--- config.mk ---
export PLATFORM = sky130hd
export DESIGN_NAME = pulse_param_loader
export DESIGN_NICKNAME = d
export VERILOG_FILES = /design/src/rtl/pulse_pkg.sv /design/src/rtl/param_bank.sv /design/src/rtl/pulse_param_loader.sv
export SDC_FILE = /design/constraint.sdc
export NUM_CORES = 1
export LEC_CHECK = 0
export CAP_MARGIN = 40
export CORE_ASPECT_RATIO = 1.5
export CORE_MARGIN = 2
export CORE_UTILIZATION = 40
export DETAILED_ROUTE_END_ITERATION = 12
export SLEW_MARGIN = 20
export SYNTH_ARGS = -nofsm -noshare
export SYNTH_HDL_FRONTEND = slang
export SYNTH_SLANG_ARGS = --single-unit
--- constraint.sdc ---
create_clock -name clk_pll -period 3.2 [get_ports clk_pll]
set_input_delay 0.96 -clock clk_pll [delete_from_list [all_inputs] [get_ports clk_pll]]
set_output_delay 0.96 -clock clk_pll [all_outputs]
set_load 0.005 [all_outputs]
--- src/rtl/pulse_pkg.sv ---
// Shared constants for the pulses generator and its host-side parameter loader:
// register map, flag bits, reset defaults, frame bytes and the loader FSM states.
package pulse_pkg;

    localparam logic [7:0] SOF_BYTE = 8'hA5;
    localparam logic [7:0] ACK_BYTE = 8'h06;
    localparam logic [7:0] NAK_BYTE = 8'h15;

    localparam logic [2:0] ADDR_PER      = 3'd0;
    localparam logic [2:0] ADDR_P1WID    = 3'd1;
    localparam logic [2:0] ADDR_DEL      = 3'd2;
    localparam logic [2:0] ADDR_P2WID    = 3'd3;
    localparam logic [2:0] ADDR_P_BL     = 3'd4;
    localparam logic [2:0] ADDR_P_BL_OFF = 3'd5;
    localparam logic [2:0] ADDR_FLAGS    = 3'd6;
    localparam logic [2:0] ADDR_CTRL     = 3'd7;

    localparam int FLAG_PU     = 0;
    localparam int FLAG_CP     = 1;
    localparam int FLAG_BL     = 2;
    localparam int CTRL_COMMIT = 0;
    localparam int CTRL_IMM    = 1;

    localparam logic [31:0] DEF_PER      = 32'd200_000;
    localparam logic [31:0] DEF_P1WID    = 32'd100;
    localparam logic [31:0] DEF_DEL      = 32'd2_000;
    localparam logic [31:0] DEF_P2WID    = 32'd200;
    localparam logic [7:0]  DEF_P_BL     = 8'd100;
    localparam logic [15:0] DEF_P_BL_OFF = 16'd1_000;
    localparam logic        DEF_PU       = 1'b1;
    localparam logic        DEF_CP       = 1'b0;
    localparam logic        DEF_BL       = 1'b1;

    // Frame decoder states; the encoding is visible on the loader's dbg_state port.
    typedef enum logic [2:0] {
        ST_IDLE = 3'd0,
        ST_ADDR = 3'd1,
        ST_DATA = 3'd2,
        ST_CSUM = 3'd3,
        ST_RESP = 3'd4
    } frame_state_t;

    typedef struct packed {
        logic [31:0] per;
        logic [31:0] p1wid;
        logic [31:0] del;
        logic [31:0] p2wid;
        logic [7:0]  p_bl;
        logic [15:0] p_bl_off;
        logic        pu;
        logic        cp;
        logic        bl;
    } param_set_t;

    function automatic param_set_t default_params();
        param_set_t p;
        p.per      = DEF_PER;
        p.p1wid    = DEF_P1WID;
        p.del      = DEF_DEL;
        p.p2wid    = DEF_P2WID;
        p.p_bl     = DEF_P_BL;
        p.p_bl_off = DEF_P_BL_OFF;
        p.pu       = DEF_PU;
        p.cp       = DEF_CP;
        p.bl       = DEF_BL;
        return p;
    endfunction

endpackage

--- src/rtl/param_bank.sv ---
// Shadow and live parameter registers. Writes land only in shadow; a commit
// copies the whole shadow set to live, either at a period boundary or immediately.
module param_bank
    import pulse_pkg::*;
(
    input  logic        clk_pll,
    input  logic        reset,
    input  logic        wr_en,
    input  logic [2:0]  wr_addr,
    input  logic [31:0] wr_data,
    input  logic        commit,
    input  logic        commit_imm,
    input  logic        period_start,
    output param_set_t  live,
    output logic        pending
);

    param_set_t shadow_q;
    param_set_t live_q;
    logic       pending_q;
    logic       imm_q;
    logic       transfer;

    assign transfer = pending_q && (imm_q || period_start);
    assign live     = live_q;
    assign pending  = pending_q;

    always_ff @(posedge clk_pll) begin
        if (reset) begin
            shadow_q  <= default_params();
            live_q    <= default_params();
            pending_q <= 1'b0;
            imm_q     <= 1'b0;
        end else begin
            if (wr_en) begin
                case (wr_addr)
                    ADDR_PER:      shadow_q.per      <= wr_data;
                    ADDR_P1WID:    shadow_q.p1wid    <= wr_data;
                    ADDR_DEL:      shadow_q.del      <= wr_data;
                    ADDR_P2WID:    shadow_q.p2wid    <= wr_data;
                    ADDR_P_BL:     shadow_q.p_bl     <= wr_data[7:0];
                    ADDR_P_BL_OFF: shadow_q.p_bl_off <= wr_data[15:0];
                    ADDR_FLAGS: begin
                        shadow_q.pu <= wr_data[FLAG_PU];
                        shadow_q.cp <= wr_data[FLAG_CP];
                        shadow_q.bl <= wr_data[FLAG_BL];
                    end
                    default: ;
                endcase
            end
            // Non-blocking read of shadow_q: a same-cycle write stays in shadow only.
            if (transfer) begin
                live_q <= shadow_q;
            end
            if (commit) begin
                pending_q <= 1'b1;
                imm_q     <= (imm_q && !transfer) || commit_imm;
            end else if (transfer) begin
                pending_q <= 1'b0;
                imm_q     <= 1'b0;
            end
        end
    end

endmodule

--- src/rtl/pulse_param_loader.sv ---
// Decodes 7-byte framed register writes from the UART byte stream into param_bank
// and answers each frame with one ACK/NAK byte.
module pulse_param_loader
    import pulse_pkg::*;
#(
    parameter logic [31:0] TIMEOUT = 32'd2_000_000,
    parameter logic [7:0]  SOF     = SOF_BYTE,
    parameter logic [7:0]  ACK     = ACK_BYTE,
    parameter logic [7:0]  NAK     = NAK_BYTE
) (
    input  logic        clk_pll,
    input  logic        reset,
    input  logic [7:0]  rx_data,
    input  logic        rx_valid,
    output logic [7:0]  tx_data,
    output logic        tx_valid,
    input  logic        tx_ready,
    input  logic        period_start,
    output logic [31:0] per,
    output logic [31:0] p1wid,
    output logic [31:0] del,
    output logic [31:0] p2wid,
    output logic [7:0]  p_bl,
    output logic [15:0] p_bl_off,
    output logic        pu,
    output logic        cp,
    output logic        bl,
    output logic        pending,
    output logic [7:0]  err_cnt,
    output logic [2:0]  dbg_state
);

    // tx handshake: tx_valid stays high with tx_data stable until a cycle with
    // tx_ready=1; that cycle is the transfer and tx_valid drops on the next one.
    frame_state_t state_q, state_d;
    logic [7:0]   addr_q, addr_d;
    logic [31:0]  data_q, data_d;
    logic [1:0]   idx_q, idx_d;
    logic [7:0]   csum_q, csum_d;
    logic [31:0]  gap_q, gap_d;
    logic [7:0]   tx_data_q, tx_data_d;
    logic [7:0]   err_q;
    logic         err_inc;
    logic         wr_en;
    logic         commit;
    logic         commit_imm;
    logic         in_frame;
    param_set_t   live;

    assign in_frame  = (state_q == ST_ADDR) || (state_q == ST_DATA) || (state_q == ST_CSUM);
    assign tx_valid  = (state_q == ST_RESP);
    assign tx_data   = tx_data_q;
    assign err_cnt   = err_q;
    assign dbg_state = state_q;

    always_comb begin
        state_d    = state_q;
        addr_d     = addr_q;
        data_d     = data_q;
        idx_d      = idx_q;
        csum_d     = csum_q;
        tx_data_d  = tx_data_q;
        err_inc    = 1'b0;
        wr_en      = 1'b0;
        commit     = 1'b0;
        commit_imm = 1'b0;
        gap_d      = (in_frame && !rx_valid) ? gap_q + 32'd1 : 32'd0;
        case (state_q)
            ST_IDLE: if (rx_valid && rx_data == SOF) state_d = ST_ADDR;
            ST_ADDR: if (rx_valid) begin
                addr_d  = rx_data;
                csum_d  = rx_data;
                idx_d   = 2'd0;
                state_d = ST_DATA;
            end
            ST_DATA: if (rx_valid) begin
                data_d[{idx_q, 3'b000} +: 8] = rx_data;
                csum_d = csum_q ^ rx_data;
                idx_d  = idx_q + 2'd1;
                if (idx_q == 2'd3) state_d = ST_CSUM;
            end
            ST_CSUM: if (rx_valid) begin
                if (rx_data == csum_q && addr_q <= 8'd7) begin
                    tx_data_d = ACK;
                    if (addr_q[2:0] == ADDR_CTRL) begin
                        commit     = data_q[CTRL_COMMIT];
                        commit_imm = data_q[CTRL_COMMIT] && data_q[CTRL_IMM];
                    end else begin
                        wr_en = 1'b1;
                    end
                end else begin
                    tx_data_d = NAK;
                    err_inc   = 1'b1;
                end
                state_d = ST_RESP;
            end
            ST_RESP: begin
                err_inc = rx_valid;
                if (tx_ready) state_d = ST_IDLE;
            end
            default: state_d = ST_IDLE;
        endcase
        // A stalled host abandons the partial frame without a response.
        if (in_frame && !rx_valid && gap_q >= TIMEOUT) begin
            state_d = ST_IDLE;
            err_inc = 1'b1;
        end
    end

    always_ff @(posedge clk_pll) begin
        if (reset) begin
            state_q   <= ST_IDLE;
            addr_q    <= 8'd0;
            data_q    <= 32'd0;
            idx_q     <= 2'd0;
            csum_q    <= 8'd0;
            gap_q     <= 32'd0;
            tx_data_q <= 8'd0;
            err_q     <= 8'd0;
        end else begin
            state_q   <= state_d;
            addr_q    <= addr_d;
            data_q    <= data_d;
            idx_q     <= idx_d;
            csum_q    <= csum_d;
            gap_q     <= gap_d;
            tx_data_q <= tx_data_d;
            if (err_inc && err_q != 8'hFF) err_q <= err_q + 8'd1;
        end
    end

    param_bank u_bank (
        .clk_pll      (clk_pll),
        .reset        (reset),
        .wr_en        (wr_en),
        .wr_addr      (addr_q[2:0]),
        .wr_data      (data_q),
        .commit       (commit),
        .commit_imm   (commit_imm),
        .period_start (period_start),
        .live         (live),
        .pending      (pending)
    );

    assign per      = live.per;
    assign p1wid    = live.p1wid;
    assign del      = live.del;
    assign p2wid    = live.p2wid;
    assign p_bl     = live.p_bl;
    assign p_bl_off = live.p_bl_off;
    assign pu       = live.pu;
    assign cp       = live.cp;
    assign bl       = live.bl;

endmodule

==> run notes <==
fresh numbers from the pnr run: status finished clean, Critical path origin dbg_state[1], RSZ-0062 raised after global routing false, comb. cell area ~6400 um2, core area between 30000 and 40000 um2, Post-route DRC 0, CTS Root Cell clkbuf_16, Synth area leader dfxtp_1, first-pass GRT wire length approximately 68 mm, Worst Max-Slew Pin Slew between 0.9 and 1 ns, pwr dens between 500 and 600 nW/um2, Critical Path Source Type flop, DP HPWL about 29 mm, Seq pwr share 0.504, XOR/XNOR Area Share 0.02084, peak supply drop between 0.6 and 0.7 mV, hold worst-path end u_bank.shadow_q[103], Total Wirelength ~43 mm, Hold Crit Start u_bank.shadow_q[103], HP Class reg -> reg, Post-synth EDFFs 0, Flops after synth a little over 400, chip area around 39000 um2, # diodes 0, reg2reg setup slack around 0.79 ns, Leak Pwr around 6.5 nW, most common cell in the netlist nand2_1, yosys simple share 0.2657, Chip Area, Yosys around 15000 um2, most frequent cells in the layout nand2_1, dfxtp_1, a21oi_1, max-slew violations 0, setup ws final about 0.27 ns, pre-CTS setup slack -0.07791 ns, Switch Pwr 2.054 mW, Post-Layout Cell Count ~2500, internal power roughly 8 mW, Mapped Area ~15000 um2, post-layout power 10.07 mW, skew final between 0.015 and 0.02 ns, Fillers around 3700, Die W about 160 um, Worst EP arrival 1.97 ns, FF/Latch Area approximately 8000 um2, critical path endpoint tx_valid, number of nets still failing antenna checks after routing 0, clock period minus final worst setup slack slightly below 3 ns, Slew headroom 0.3889, Sw Share 0.2040, H-tree Lvls 2, distinct lib cells roughly 45
-- power by group through the flow --
stage	Sequential, mW	Clock, mW	Combinational (mW)
after floorplan	5.19	0	0.0972
after detailed placement	5.19	0	0.148
final	5.08	4.84	0.150
after global placement	5.19	0	0.148
after CTS	5.08	4.94	0.149
after global routing	5.07	5.14	0.160
-- metal layers --
layer,track usage,share of wire
met5,0,0
met1,0.2680,0.41
met4,0.06976,0.030
met3,0.03784,0.054
met2,0.3810,0.50
-- worst max-delay path: stages (launching register included) --
cell and delay (ns):
dfxtp_1 0.41, nor2_1 0.30, and2_1 0.21, clkdlybuf4s50_1 0.53
-- flip-flops by register name (all words and copies together), names as in the netlist, 8 cells and up --
name and flops:
u_bank.live 155, u_bank.shadow_q 155, data_q 32, gap_q 32, addr_q 8, csum_q 8
err_cnt 8
Clock distribution:
Scale bar: 50 um.
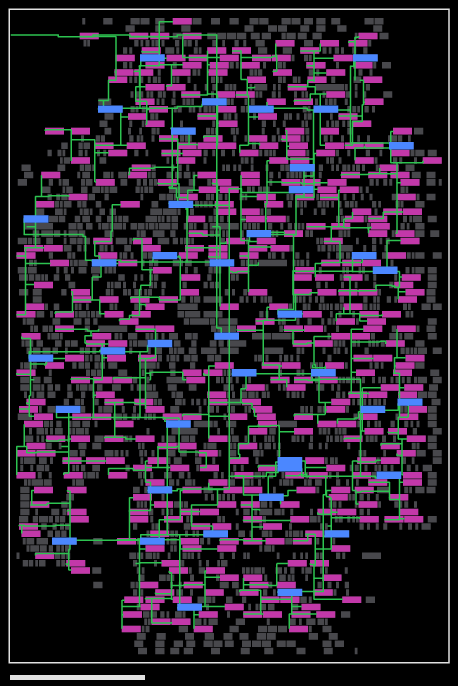
[clock wires] green | length: 4730 um
[flip-flops] magenta | count: 408
[clock drivers] blue | count: 40
flops lie: all over the die
routed clock nets: 41

Placement by cell class:
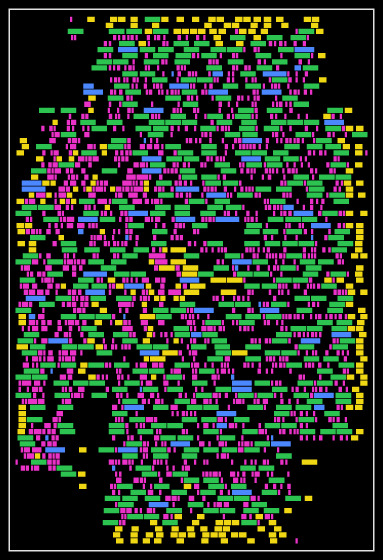
| class | colour | cells |
|---|---|---|
| sequential cells | green | 408 |
| remaining buffers and delay cells | yellow | 240 |
| combinational and other logic | magenta | 1341 |
| clock drivers and dummy loads | blue | 68 |

Signal wires by layer:
Scale bar: 50 um.
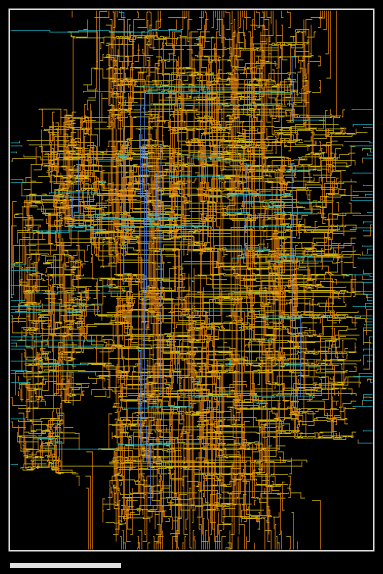
| layer | colour | wire length |
|---|---|---|
| metal 3 | cyan | 2360 um |
| metal 4 | blue | 1310 um |
| metal 2 | orange | 21.8 mm |
| metal 1 | yellow | 17900 um |

Congestion heat map:
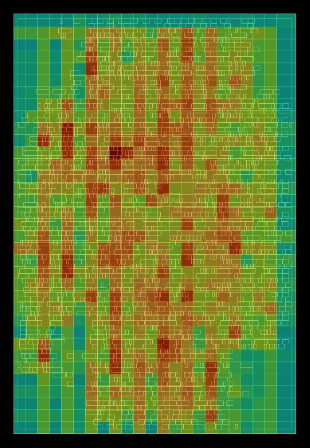
WL per Instance: 17.03 um
grt met1 use: 0.2680
Util after Layout: 0.5079
Total Routing Usage GR: 0.2171
M3 GR Usage: 0.03784

Power figures rest on the tool's default switching activity, not on a simulated workload.
